==> config.mk <==
export PLATFORM = sky130hd
export DESIGN_NAME = mem_arbiter
export DESIGN_NICKNAME = d
export VERILOG_FILES = /design/src/rtl/mem_arbiter_pkg.sv /design/src/rtl/mem_arb_hold.sv /design/src/rtl/mem_arbiter.sv
export SDC_FILE = /design/constraint.sdc
export NUM_CORES = 1
export LEC_CHECK = 0
export CAP_MARGIN = 20
export CELL_PAD_IN_SITES_DETAIL_PLACEMENT = 0
export CELL_PAD_IN_SITES_GLOBAL_PLACEMENT = 1
export CORE_ASPECT_RATIO = 0.5
export CORE_MARGIN = 5
export CORE_UTILIZATION = 30
export DETAILED_ROUTE_END_ITERATION = 10
export PLACE_DENSITY = 0.95
export REMOVE_ABC_BUFFERS = 1
export SETUP_SLACK_MARGIN = 0.2
export SLEW_MARGIN = 20
export SYNTH_ARGS = -nofsm -noshare
export SYNTH_HDL_FRONTEND = slang
export SYNTH_SLANG_ARGS = --single-unit
==> constraint.sdc <==
create_clock -name clk -period 3.9 [get_ports clk]
set_input_delay 0.78 -clock clk [delete_from_list [all_inputs] [get_ports clk]]
set_output_delay 0.78 -clock clk [all_outputs]
set_load 0.02 [all_outputs]
==> src/rtl/mem_arbiter_pkg.sv <==
// Shared types for the two-port memory arbiter: word/mask types, FSM states
// and the packed command payload latched on a grant.
package mem_arbiter_pkg;

  localparam int unsigned ARB_WORD_W               = 16;
  localparam int unsigned ARB_MASK_W               = 2;
  localparam int unsigned ARB_MAX_B_STREAK_DEFAULT = 2;

  typedef logic [ARB_WORD_W-1:0] lc3b_word;
  typedef logic [ARB_MASK_W-1:0] lc3b_mem_wmask;

  typedef enum logic [1:0] {
    ARB_IDLE,
    ARB_BUSY_A,
    ARB_BUSY_B
  } arb_state_t;

  typedef struct packed {
    logic          read;
    logic          write;
    lc3b_mem_wmask wmask;
    lc3b_word      address;
    lc3b_word      wdata;
  } arb_cmd_t;

  // A simultaneous read+write is treated as a write.
  function automatic arb_cmd_t arb_make_cmd(input logic          rd,
                                            input logic          wr,
                                            input lc3b_mem_wmask mask,
                                            input lc3b_word      addr,
                                            input lc3b_word      data);
    arb_cmd_t cmd;
    cmd.read    = rd & ~wr;
    cmd.write   = wr;
    cmd.wmask   = mask;
    cmd.address = addr;
    cmd.wdata   = data;
    return cmd;
  endfunction

endpackage

==> src/rtl/mem_arb_hold.sv <==
// Holding register for the granted memory command; loaded on a grant and
// kept stable until the transaction completes.
module mem_arb_hold
  import mem_arbiter_pkg::*;
(
  input  logic     clk,
  input  logic     reset_n,
  input  logic     load_i,
  input  arb_cmd_t cmd_i,
  output arb_cmd_t cmd_o
);

  arb_cmd_t cmd_q;

  always_ff @(posedge clk or negedge reset_n) begin
    if (!reset_n) begin
      cmd_q <= '0;
    end else if (load_i) begin
      cmd_q <= cmd_i;
    end
  end

  assign cmd_o = cmd_q;

endmodule

==> src/rtl/mem_arbiter.sv <==
// Two-requester memory arbiter: data port (B) has priority, fetch (A) is forced
// in after MAX_B_STREAK contested B grants. MEM_ARBITER_PERF_CNT_EN enables the conflict counter.
module mem_arbiter
  import mem_arbiter_pkg::*;
#(
  parameter int unsigned MAX_B_STREAK = ARB_MAX_B_STREAK_DEFAULT,
  parameter int unsigned ADDR_W       = ARB_WORD_W
) (
  input  logic              clk,
  input  logic              reset_n,

  input  logic              a_read,
  input  logic              a_write,
  input  logic [1:0]        a_wmask,
  input  logic [ADDR_W-1:0] a_address,
  input  logic [ADDR_W-1:0] a_wdata,
  output logic [ADDR_W-1:0] a_rdata,
  output logic              a_resp,

  input  logic              b_read,
  input  logic              b_write,
  input  logic [1:0]        b_wmask,
  input  logic [ADDR_W-1:0] b_address,
  input  logic [ADDR_W-1:0] b_wdata,
  output logic [ADDR_W-1:0] b_rdata,
  output logic              b_resp,

  output logic              mem_read,
  output logic              mem_write,
  output logic [1:0]        mem_wmask,
  output logic [ADDR_W-1:0] mem_address,
  output logic [ADDR_W-1:0] mem_wdata,
  input  logic [ADDR_W-1:0] mem_rdata,
  input  logic              mem_resp,

  output logic [15:0]       perf_conflict_cnt
);

  localparam int unsigned STREAK_W = $clog2(MAX_B_STREAK + 1);

  arb_state_t          state_q, state_d;
  logic [STREAK_W-1:0] b_streak_q, b_streak_d;
  logic                req_a, req_b, busy;
  logic                load, grant_b;
  arb_cmd_t            cmd_a, cmd_b, win_cmd, hold_cmd;

  assign req_a = a_read | a_write;
  assign req_b = b_read | b_write;

  assign cmd_a = arb_make_cmd(a_read, a_write, a_wmask,
                              ARB_WORD_W'(a_address), ARB_WORD_W'(a_wdata));
  assign cmd_b = arb_make_cmd(b_read, b_write, b_wmask,
                              ARB_WORD_W'(b_address), ARB_WORD_W'(b_wdata));
  assign win_cmd = grant_b ? cmd_b : cmd_a;

  always_ff @(posedge clk or negedge reset_n) begin
    if (!reset_n) begin
      state_q    <= ARB_IDLE;
      b_streak_q <= '0;
    end else begin
      state_q    <= state_d;
      b_streak_q <= b_streak_d;
    end
  end

  // Grant selection in IDLE; completion on mem_resp in either BUSY state.
  always_comb begin
    state_d    = state_q;
    b_streak_d = b_streak_q;
    load       = 1'b0;
    grant_b    = 1'b0;
    case (state_q)
      ARB_IDLE: begin
        if (req_b && (!req_a || (b_streak_q < STREAK_W'(MAX_B_STREAK)))) begin
          grant_b    = 1'b1;
          load       = 1'b1;
          state_d    = ARB_BUSY_B;
          b_streak_d = req_a ? STREAK_W'(b_streak_q + STREAK_W'(1)) : '0;
        end else if (req_a) begin
          load       = 1'b1;
          state_d    = ARB_BUSY_A;
          b_streak_d = '0;
        end
      end
      ARB_BUSY_A, ARB_BUSY_B: begin
        if (mem_resp) begin
          state_d = ARB_IDLE;
        end
      end
      default: state_d = ARB_IDLE;
    endcase
  end

  mem_arb_hold u_hold (
    .clk     (clk),
    .reset_n (reset_n),
    .load_i  (load),
    .cmd_i   (win_cmd),
    .cmd_o   (hold_cmd)
  );

  // Memory side sees only the latched command, and nothing while idle.
  assign busy        = (state_q != ARB_IDLE);
  assign mem_read    = busy & hold_cmd.read;
  assign mem_write   = busy & hold_cmd.write;
  assign mem_wmask   = busy ? hold_cmd.wmask : '0;
  assign mem_address = busy ? ADDR_W'(hold_cmd.address) : '0;
  assign mem_wdata   = busy ? ADDR_W'(hold_cmd.wdata) : '0;

  assign a_resp  = (state_q == ARB_BUSY_A) & mem_resp;
  assign b_resp  = (state_q == ARB_BUSY_B) & mem_resp;
  assign a_rdata = a_resp ? mem_rdata : '0;
  assign b_rdata = b_resp ? mem_rdata : '0;

`ifdef MEM_ARBITER_PERF_CNT_EN
  logic [15:0] perf_q;

  always_ff @(posedge clk or negedge reset_n) begin
    if (!reset_n) begin
      perf_q <= '0;
    end else if (req_a && req_b && (perf_q != 16'hFFFF)) begin
      perf_q <= perf_q + 16'd1;
    end
  end

  assign perf_conflict_cnt = perf_q;
`else
  assign perf_conflict_cnt = 16'h0000;
`endif

`ifndef SYNTHESIS
  logic win_rw_both;
  assign win_rw_both = grant_b ? (b_read & b_write) : (a_read & a_write);

  always @(posedge clk) begin
    if (reset_n && load) begin
      assert (!win_rw_both)
        else $warning("mem_arbiter: read and write both asserted on grant, treated as write");
    end
  end
`endif

endmodule

Fig. 1: run 1, floorplan with the power grid
The bar under the picture is 50 µm long. Pins as bars on the die edge.
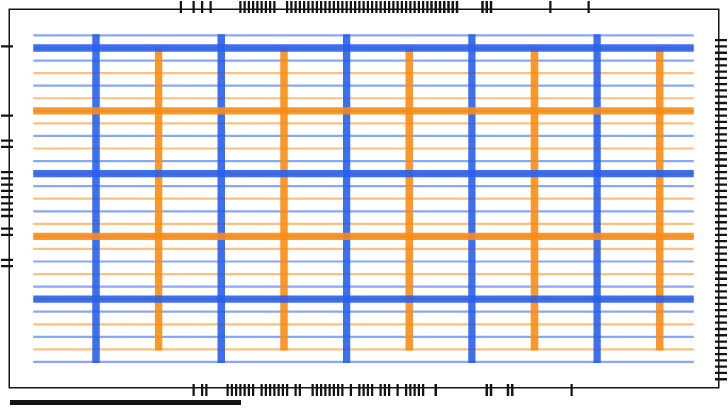
legend:
  VDD:
    color: orange
  VSS:
    color: blue
met4 straps: 10
signal pins: 177
rows: 26
met5 straps: 5
core area: 10,120 µm²
Die W: 153.4 µm
Worst VDD drop: 0.2477 mV
Die H: 81.68 µm

Fig. 2: run 1, placement by cell class
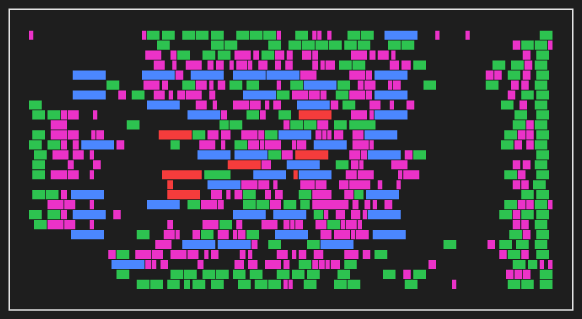
legend:
  all other logic:
    color: magenta
    cells: 254
    share_of_their_area: 38%
  flip-flops:
    color: blue
    cells: 40
    share_of_their_area: 22%
  clock drivers and dummy loads:
    color: red
    cells: 8
    share_of_their_area: 3.6%
  other buffers and delay cells:
    color: green
    cells: 168
    share_of_their_area: 36%
post-layout util: 0.4732
Design Area, Final: 4787 µm²
flop share of the area: 0.2091

Fig. 3: run 1, clock wires, drivers and flops
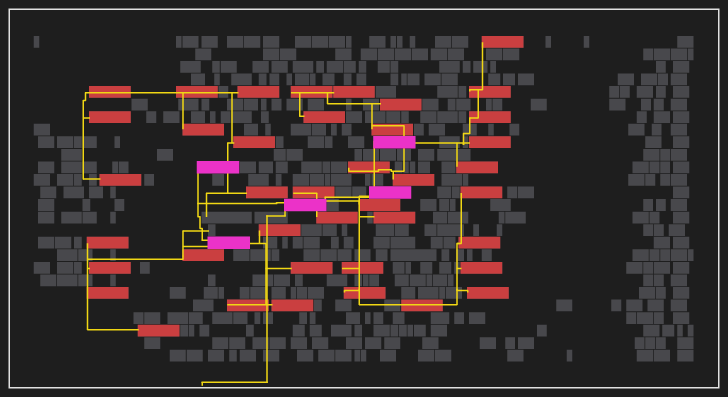
legend:
  cells driving clock nets:
    color: magenta
    count: 5
  flip-flops:
    color: red
    count: 40
  clock wires:
    color: yellow
    length: 563 µm
routed clock nets: 6
Clk pwr share: 0.144
insertion delay at the late pin of the worst-skew pair: 0.28 ns
Clk. pwr: 460 µW
Setup Skew: 0.004591 ns

[run 1: cells in the mapped netlist, drive strengths merged]
library cell / instances
inv: 4
conb: 1
and3: 32
a22o: 2
o21a: 2
clkbuf: 10
and2: 2
ha: 3
nand3b: 1
dfrtp: 40
nand2: 38
a21oi: 35
o21ai: 36
or2b: 1
a21o: 1
o32ai: 1
o31ai: 34
o41a: 1
and2b: 10
a32o: 1
nor2b: 26
nor4b: 1
mux2: 1
buf: 41
a32oi: 1
o41ai: 1
o22ai: 1
nor2: 3
[run 1: metal layers]
layer	vias up	share of wire	global-route usage
met2	89	0.53	0.2820
met4	0	0.010	0.03612
met3	6	0.049	0.01947
met1	1379	0.41	0.1684
met5	-	0	0
li1	1409	-	-
==> reports/summary.txt, run 1 <==
Placed cells: 602
Pre-CTS setup slack: 0.7800 ns
ClkCell Share: 0.03424
Worst path required time: 3.12 ns
MI comb area: 1750 µm²
Cell taking the most area after synthesis: dfrtp_1
GRT Resource Usage Total: 0.1435
Buffers & Inverters on Critical Path: 3
Via count: 2,883
Sequential Area: 1001 µm²
TritonCTS buffer count: 5
Top Consumer: combinational logic
Outcome: finished clean
Buffering overhead: 0.3513
Max reg flops: 36
P_int: 1.839 mW
Arrival @ worst endpoint: 2.32 ns
Drt first pass iters: 4
Vias/cell: 4.726
Post-detailed-route DRC marker count: 0
First-pass GRT wire length: 14,620 µm
Seq pwr share: 0.221
Min-delay worst type: reg2reg
Crit. End Element: output pin
Worst R2R Path Depth: 6
Final cell count without fillers: 610
Slowest CP cell: clkdlybuf4s50_1
Routed Antenna Nets: 0
Layout cells sized above 1: 0.1787
Area grow syn2layout: 55.28%
Net Sw Power: 1.349 mW
GRT Residual Overflow: 0
CTS H-tree lvls: 2
Post-synth top area share: 0.3247
Fin. Hold Viols: 0
Post-synth regs: 40
Slowest Stage Delay on Critical Path: 0.63 ns
RSZ-0062 raised after global routing: no
Non-Clock Buffer Count: 168
Distinct cells, synth: 35
Most frequent cells in the layout: clkdlybuf4s50_1 (159), dfrtp_1 (40), nand2_1 (38)
P_comb: 2.02 mW
Sw frac: 0.4231
==> inputs of run 2 (changes only) <==
- CORE_UTILIZATION: 30 -> 27
- PLACE_DENSITY: 0.95 -> 0.88
- clock period: 3.9 -> 2.88 ns (I/O delays scaled with it)
Fig. 4: run 2, track usage over the die
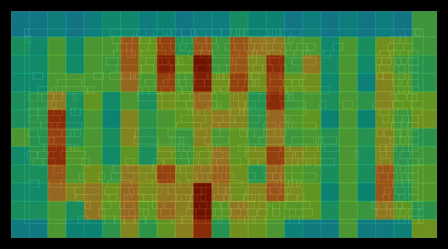
met1 usage: 0.1489
GRT Resource Usage Total: 0.1319
met3 Usage GRT: 0.02112

==> run 2 against run 1 <==
  * Sequential power rose by 36%
  * Utilization down 3.9 points
  * Sequential cell count is the same
  * Critical endpoint is now b_rdata[12]
  * Largest power group unchanged
==> reports/summary.txt, run 2 <==
Routed Antenna Nets: 0
Slowest CP cell: clkdlybuf4s50_1
Area grow syn2layout: 55.88%
Flip-flops with a built-in enable: 0
Clk pwr share: 0.125
Global routing's busiest layer: met2
MI comb area: 1755 µm²
GRT Residual Overflow: 0
Outcome: finished clean
Clk. pwr: 532 µW
Via count: 2,910
Post-synth regs: 40
Post-detailed-route DRC marker count: 0
Top Consumer: combinational logic
Most frequent cells in the layout: clkdlybuf4s50_1 (158), dfrtp_1 (40), nand2_1 (38)
Slowest Stage Delay on Critical Path: 0.61 ns
Arrival @ worst endpoint: 2.04 ns
Sequential Area: 1001 µm²
Layout cells sized above 1: 0.1864
P_int: 2.412 mW
Fig. 5: run 2, floorplan with the power grid
The bar under the picture is 50 µm long. Pins as bars on the die edge.
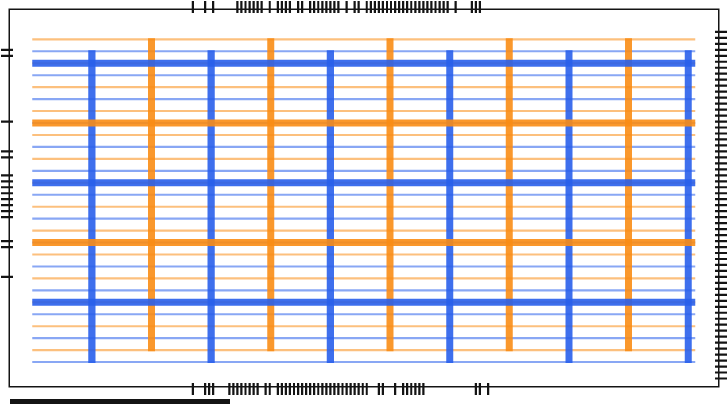
legend:
  VSS:
    color: blue
  VDD:
    color: orange
met1 rails: 28
met4 straps: 11
met5 straps: 5
signal pins: 177
Die W: 161.1 µm
Die H: 85.56 µm

-- run 2: repair_timing --
| action | CTS | global route |
|---|---|---|
| setup endpoints to repair | 0 | 34 |
| hold buffers | 0 | 0 |
| gates resized | 0 | 3 |
-- run 2: layout make-up --
class	count	area share
clock buffer	6	0.02682
timing repair buffer	171	0.3577
sequential	40	0.2083
multi-input combinational	250	0.3653
inverter	4	0.003124
tap	145	0.03775
clock inverter	1	0.001041
-- run 2: cell families (layout without fill, tap and decap cells) --
kind of cell / count (synthesis) / in the layout / share of synthesized area
other cells: 1 / 16 / 0.001216
buf+inv: 55 / 182 / 0.1291
compound gates: 116 / 116 / 0.3235
fa+ha+maj: 3 / 3 / 0.01218
simple gates: 114 / 114 / 0.2058
mux: 1 / 1 / 0.003652
flops: 40 / 40 / 0.3247
Power is estimated from default activity; no workload was simulated.
